===== config.mk =====
export PLATFORM = sky130hd
export DESIGN_NAME = fetch_unit
export DESIGN_NICKNAME = d
export VERILOG_FILES = /design/src/rtl/fetch_unit.sv
export SDC_FILE = /design/constraint.sdc
export NUM_CORES = 1
export LEC_CHECK = 0
export CAP_MARGIN = 40
export CORE_AREA = 2 2 142 144
export DETAILED_ROUTE_END_ITERATION = 8
export DIE_AREA = 0 0 144 146
export HOLD_SLACK_MARGIN = 0.03
export PLACE_DENSITY = 0.72
export SYNTH_ARGS = -nofsm -noshare
export SYNTH_HDL_FRONTEND = slang
export SYNTH_SLANG_ARGS = --single-unit

===== constraint.sdc =====
create_clock -name clk -period 2 [get_ports clk]
set_input_delay 0.4 -clock clk [delete_from_list [all_inputs] [get_ports clk]]
set_output_delay 0.4 -clock clk [all_outputs]
set_load 0.01 [all_outputs]

===== src/rtl/fetch_unit.sv =====
// rtl/fetch_unit.sv - instruction fetch stage with PC, ROM address and 2-entry fetch buffer
module fetch_unit #(
  parameter logic [31:0] RESET_PC = 32'h0000_0000,
  parameter int          DEPTH    = 2
) (
  input  logic        clk,
  input  logic        rst_n,
  output logic [31:0] rom_addr,
  input  logic [31:0] rom_data,
  input  logic        redirect_valid,
  input  logic [31:0] redirect_pc,
  output logic        out_valid,
  input  logic        out_ready,
  output logic [31:0] out_pc,
  output logic [31:0] out_inst,
  output logic        out_fault
);

  localparam logic [1:0] FULL = 2'(DEPTH);

  logic [31:0] pc;
  logic [1:0]  count;
  logic        rd_ptr;
  logic        wr_ptr;
  logic        fault_pending;

  logic [31:0] ent_pc   [2];
  logic [31:0] ent_inst [2];
  logic        ent_fault[2];

  logic pop;
  logic push;

  // Head is only meaningful while valid; outputs read 0 when the buffer is empty.
  assign rom_addr  = pc;
  assign out_valid = (count != 2'd0);
  assign pop       = out_valid & out_ready;
  assign push      = ((count != FULL) | pop) & ~redirect_valid;
  assign out_pc    = out_valid ? ent_pc[rd_ptr]    : 32'd0;
  assign out_inst  = out_valid ? ent_inst[rd_ptr]  : 32'd0;
  assign out_fault = out_valid ? ent_fault[rd_ptr] : 1'b0;

  // PC, pointers, occupancy; a redirect flushes the buffer and wins over any push.
  always_ff @(posedge clk or negedge rst_n) begin
    if (!rst_n) begin
      pc            <= RESET_PC;
      count         <= 2'd0;
      rd_ptr        <= 1'b0;
      wr_ptr        <= 1'b0;
      fault_pending <= 1'b0;
    end else if (redirect_valid) begin
      pc            <= {redirect_pc[31:2], 2'b00};
      fault_pending <= |redirect_pc[1:0];
      count         <= 2'd0;
      rd_ptr        <= 1'b0;
      wr_ptr        <= 1'b0;
    end else begin
      if (push) begin
        pc            <= pc + 32'd4;
        fault_pending <= 1'b0;
        wr_ptr        <= ~wr_ptr;
      end
      if (pop) begin
        rd_ptr <= ~rd_ptr;
      end
      if (push && !pop) begin
        count <= count + 2'd1;
      end else if (pop && !push) begin
        count <= count - 2'd1;
      end
    end
  end

  // Entry storage: capture {pc, rom word, pending fault} at the write pointer.
  always_ff @(posedge clk or negedge rst_n) begin
    if (!rst_n) begin
      for (int i = 0; i < 2; i++) begin
        ent_pc[i]    <= 32'd0;
        ent_inst[i]  <= 32'd0;
        ent_fault[i] <= 1'b0;
      end
    end else if (push) begin
      ent_pc[wr_ptr]    <= pc;
      ent_inst[wr_ptr]  <= rom_data;
      ent_fault[wr_ptr] <= fault_pending;
    end
  end

endmodule

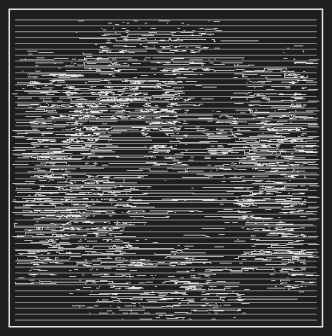
run_1/layer_met1.png
Supply wires on this layer in gray.
- main direction: horizontal
- longest straight run: 42.3 um
- nets with wire on the layer: 853
- wire length on this layer: 9150 um
DR vias: 5905
met1 GRT Util: 26.1%
final wirelength: 20400 um

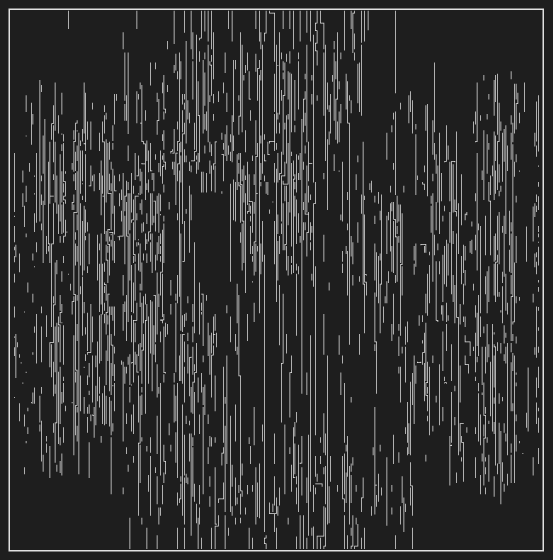
run_1/layer_met2.png
- longest straight run: 92.1 um
- share of all routed wire: 49%
- nets with wire on the layer: 852
- main direction: vertical
- wire length on this layer: 9900 um
M2 GR Usage: 32.3%

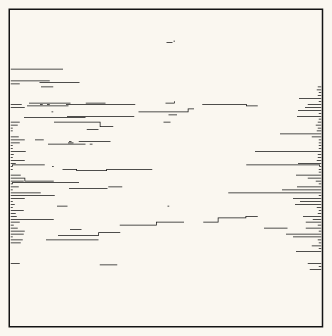
run_1/layer_met3.png
- share of all routed wire: 5.8%
- main direction: horizontal
- longest straight run: 42.6 um
- nets with wire on the layer: 129
- wire length on this layer: 1180 um
met3 usage: 4.67%

==> CHANGELOG.md, run 1 <==
## Implementation

* Final instance area at 0.0109 mm^2
* Most frequently used flop master after synthesis: dfrtp_1
* Number of signal-net inverters in the final layout at 6
* Most flop-heavy register: ent_inst
* Worst Hold Slack at 0.196 ns
* CP startpoint: count[1]$_DFFE_PN0P_
* Status: finished with violations
* Count leader, synth: dfrtp_1
* Iteration-0 DRC Markers at 285
* Final setup violation count at 36
* Chip Height at 146 um
* Violated checks: negative setup slack
* Setup WS post-layout at -0.0935 ns
* Min-Delay Endpoint: wr_ptr$_DFFE_PN0P_
* Max reg flops at 64
* RSZ-0062 raised after global routing: yes
* Final cell count without fillers at 1159
* Cts bufs inserted at 17
* Relative slew slack at 64.3%
* Synth async-reset ratio at 100%
* Layout cells sized above 1 at 34.0%
* Max Root-Sink Buffers at 2
* Filler cells at 1693
* EDFF count, synth at 0
* Seq pwr share at 40.5%
[run 1: cells by family after synthesis]
kind of cell	after synthesis
AND-OR/OR-AND	46
flip-flops	161
adder cells (fa/ha/maj)	1
XOR/XNOR	13
multiplexers	190
other	1
AND/OR/NAND/NOR	192
buffers and inverters	56
[run 1: metal layers]
metal / share of wire [%] / vias to the layer above / wire, um / GRT usage (%)
met2: 49 / 174 / 9900 / 32.3
met1: 45 / 2930 / 9150 / 26.1
li1: - / 2784 / - / -
met5: 0.064 / - / 13 / 0
met3: 5.8 / 15 / 1180 / 4.67
met4: 0.82 / 2 / 168 / 4.66
[run 1: through the flow]
step | setup slack, ns | power, uW
after global routing | -0.156 | 11500
after global placement | -0.384 | 7330
final | -0.0935 | 10900
after floorplan | 0.00469 | 5950
after CTS | -0.159 | 10800
after detailed placement | -0.382 | 7410
==> run 1 -> run 2 <==
Settings changed: PLACE_DENSITY 0.72 to 0.7.
Clock period 2 ns to 2.3 ns, I/O delays scaled along.
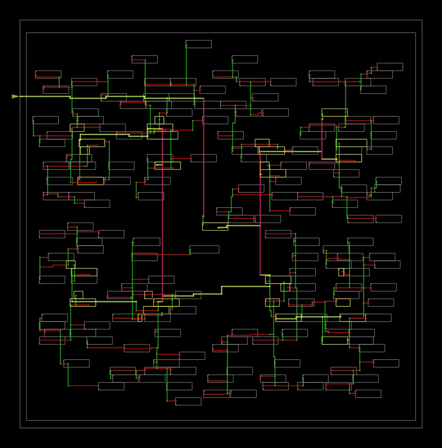
run_2/clocks.png
seq_cells: 161
cts bufs inserted: 17

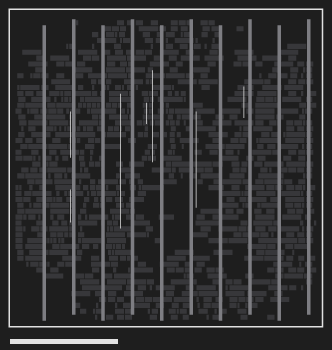
run_2/layer_met4.png
Scale bar: 50 um. Supply wires on this layer in gray.
- wire length on this layer: 208 um
- nets with wire on the layer: 5
- main direction: vertical
- share of all routed wire: 1.1%
DR vias: 5705
final wirelength: 19100 um

==> run 2 against run 1 <==
  * The flow still finishes with violations (negative setup slack)
  * Worst setup slack improved by 0.0047 ns
  * Wire length down 6.5%
  * Power decreased by 16%
  * Final cell count down 3.0%
  * Critical endpoint is now out_inst[0]
  * Highest routed layer is now met4
==> CHANGELOG.md, run 2 <==
## Implementation

* Final setup violation count at 35 (-2.8%)
* Most flop-heavy register: ent_inst
* Worst Hold Slack at 0.450 ns (+0.254 ns)
* Power Dens Cells at 863 mW/mm^2
* Logic area at 0.00345 mm^2
* Max Root-Sink Buffers at 2 (unchanged)
* Met3 wire length at 1180 um (+0.25%)
* Iteration-0 DRC Markers at 238 (-16%)
* Final instance area at 0.0106 mm^2 (-2.9%)
* Layout cells sized above 1 at 22.0% (-12 points)
* Chip Height at 146 um (unchanged)
* Met2 WL at 8790 um (-11%)
* Pre-CTS setup slack at -0.142 ns (+0.240 ns)
* Setup WS post-layout at -0.0888 ns (+0.00473 ns)
* Count leader, synth: dfrtp_1
* Final cell count without fillers at 1124 (-3.0%)
* Met3 usage at 4.34% (-0.33 points)
* Final Total Pwr at 9180 uW (-16%)
* M2 GR Usage at 28.9% (-3.4 points)
* CP startpoint: count[0]$_DFFE_PN0P_
* Top Layer Used: met4
* Status: finished with violations
* Synth async-reset ratio at 100% (unchanged)
* EDFF count, synth at 0 (unchanged)
* Violated checks: negative setup slack
* Metal1 wirelength at 8910 um (-2.6%)
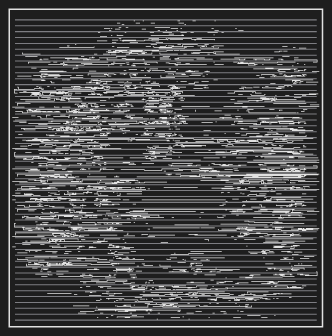
run_2/layer_met1.png
Supply wires on this layer in gray.
- wire length on this layer: 8910 um
- longest straight run: 49.9 um
- nets with wire on the layer: 812
- main direction: horizontal
met1 GRT Util: 26.0%

run 2: final cells by class:
class	instances	share of cell area [%]
flip-flops and latches	161	37.9
multi-input cells	446	32.5
repair buffers	214	20.6
clock buffers	22	4.55
well taps	265	3.12
clock inverters	10	1.18
inverters	6	0.212
run 2: timing repair:
item,CTS,global route
resized,61,16
hold endpoints to repair,21,0
buffers inserted,3,3
endpoints found under the setup margin,64,34
hold buffers,1,0
pin swaps,1,0
gates cloned,3,0
run 2: report_power, final:
group	switching [uW]	internal [uW]	leakage [uW]	total (uW)
combinational	1070	1390	0.00241	2460
sequential	356	3470	0.00189	3830
clock	1160	1730	0.000297	2890
run 2: cell families after synthesis:
logic type,Yosys count
adders and majority gates,1
and+or+nand+nor,192
buffers and inverters,56
other,1
xor gates and xnor gates,13
muxes,190
AOI/OAI and AO/OA,46
DFF,161
No activity file was given, so power comes from the tool's default toggle rates.
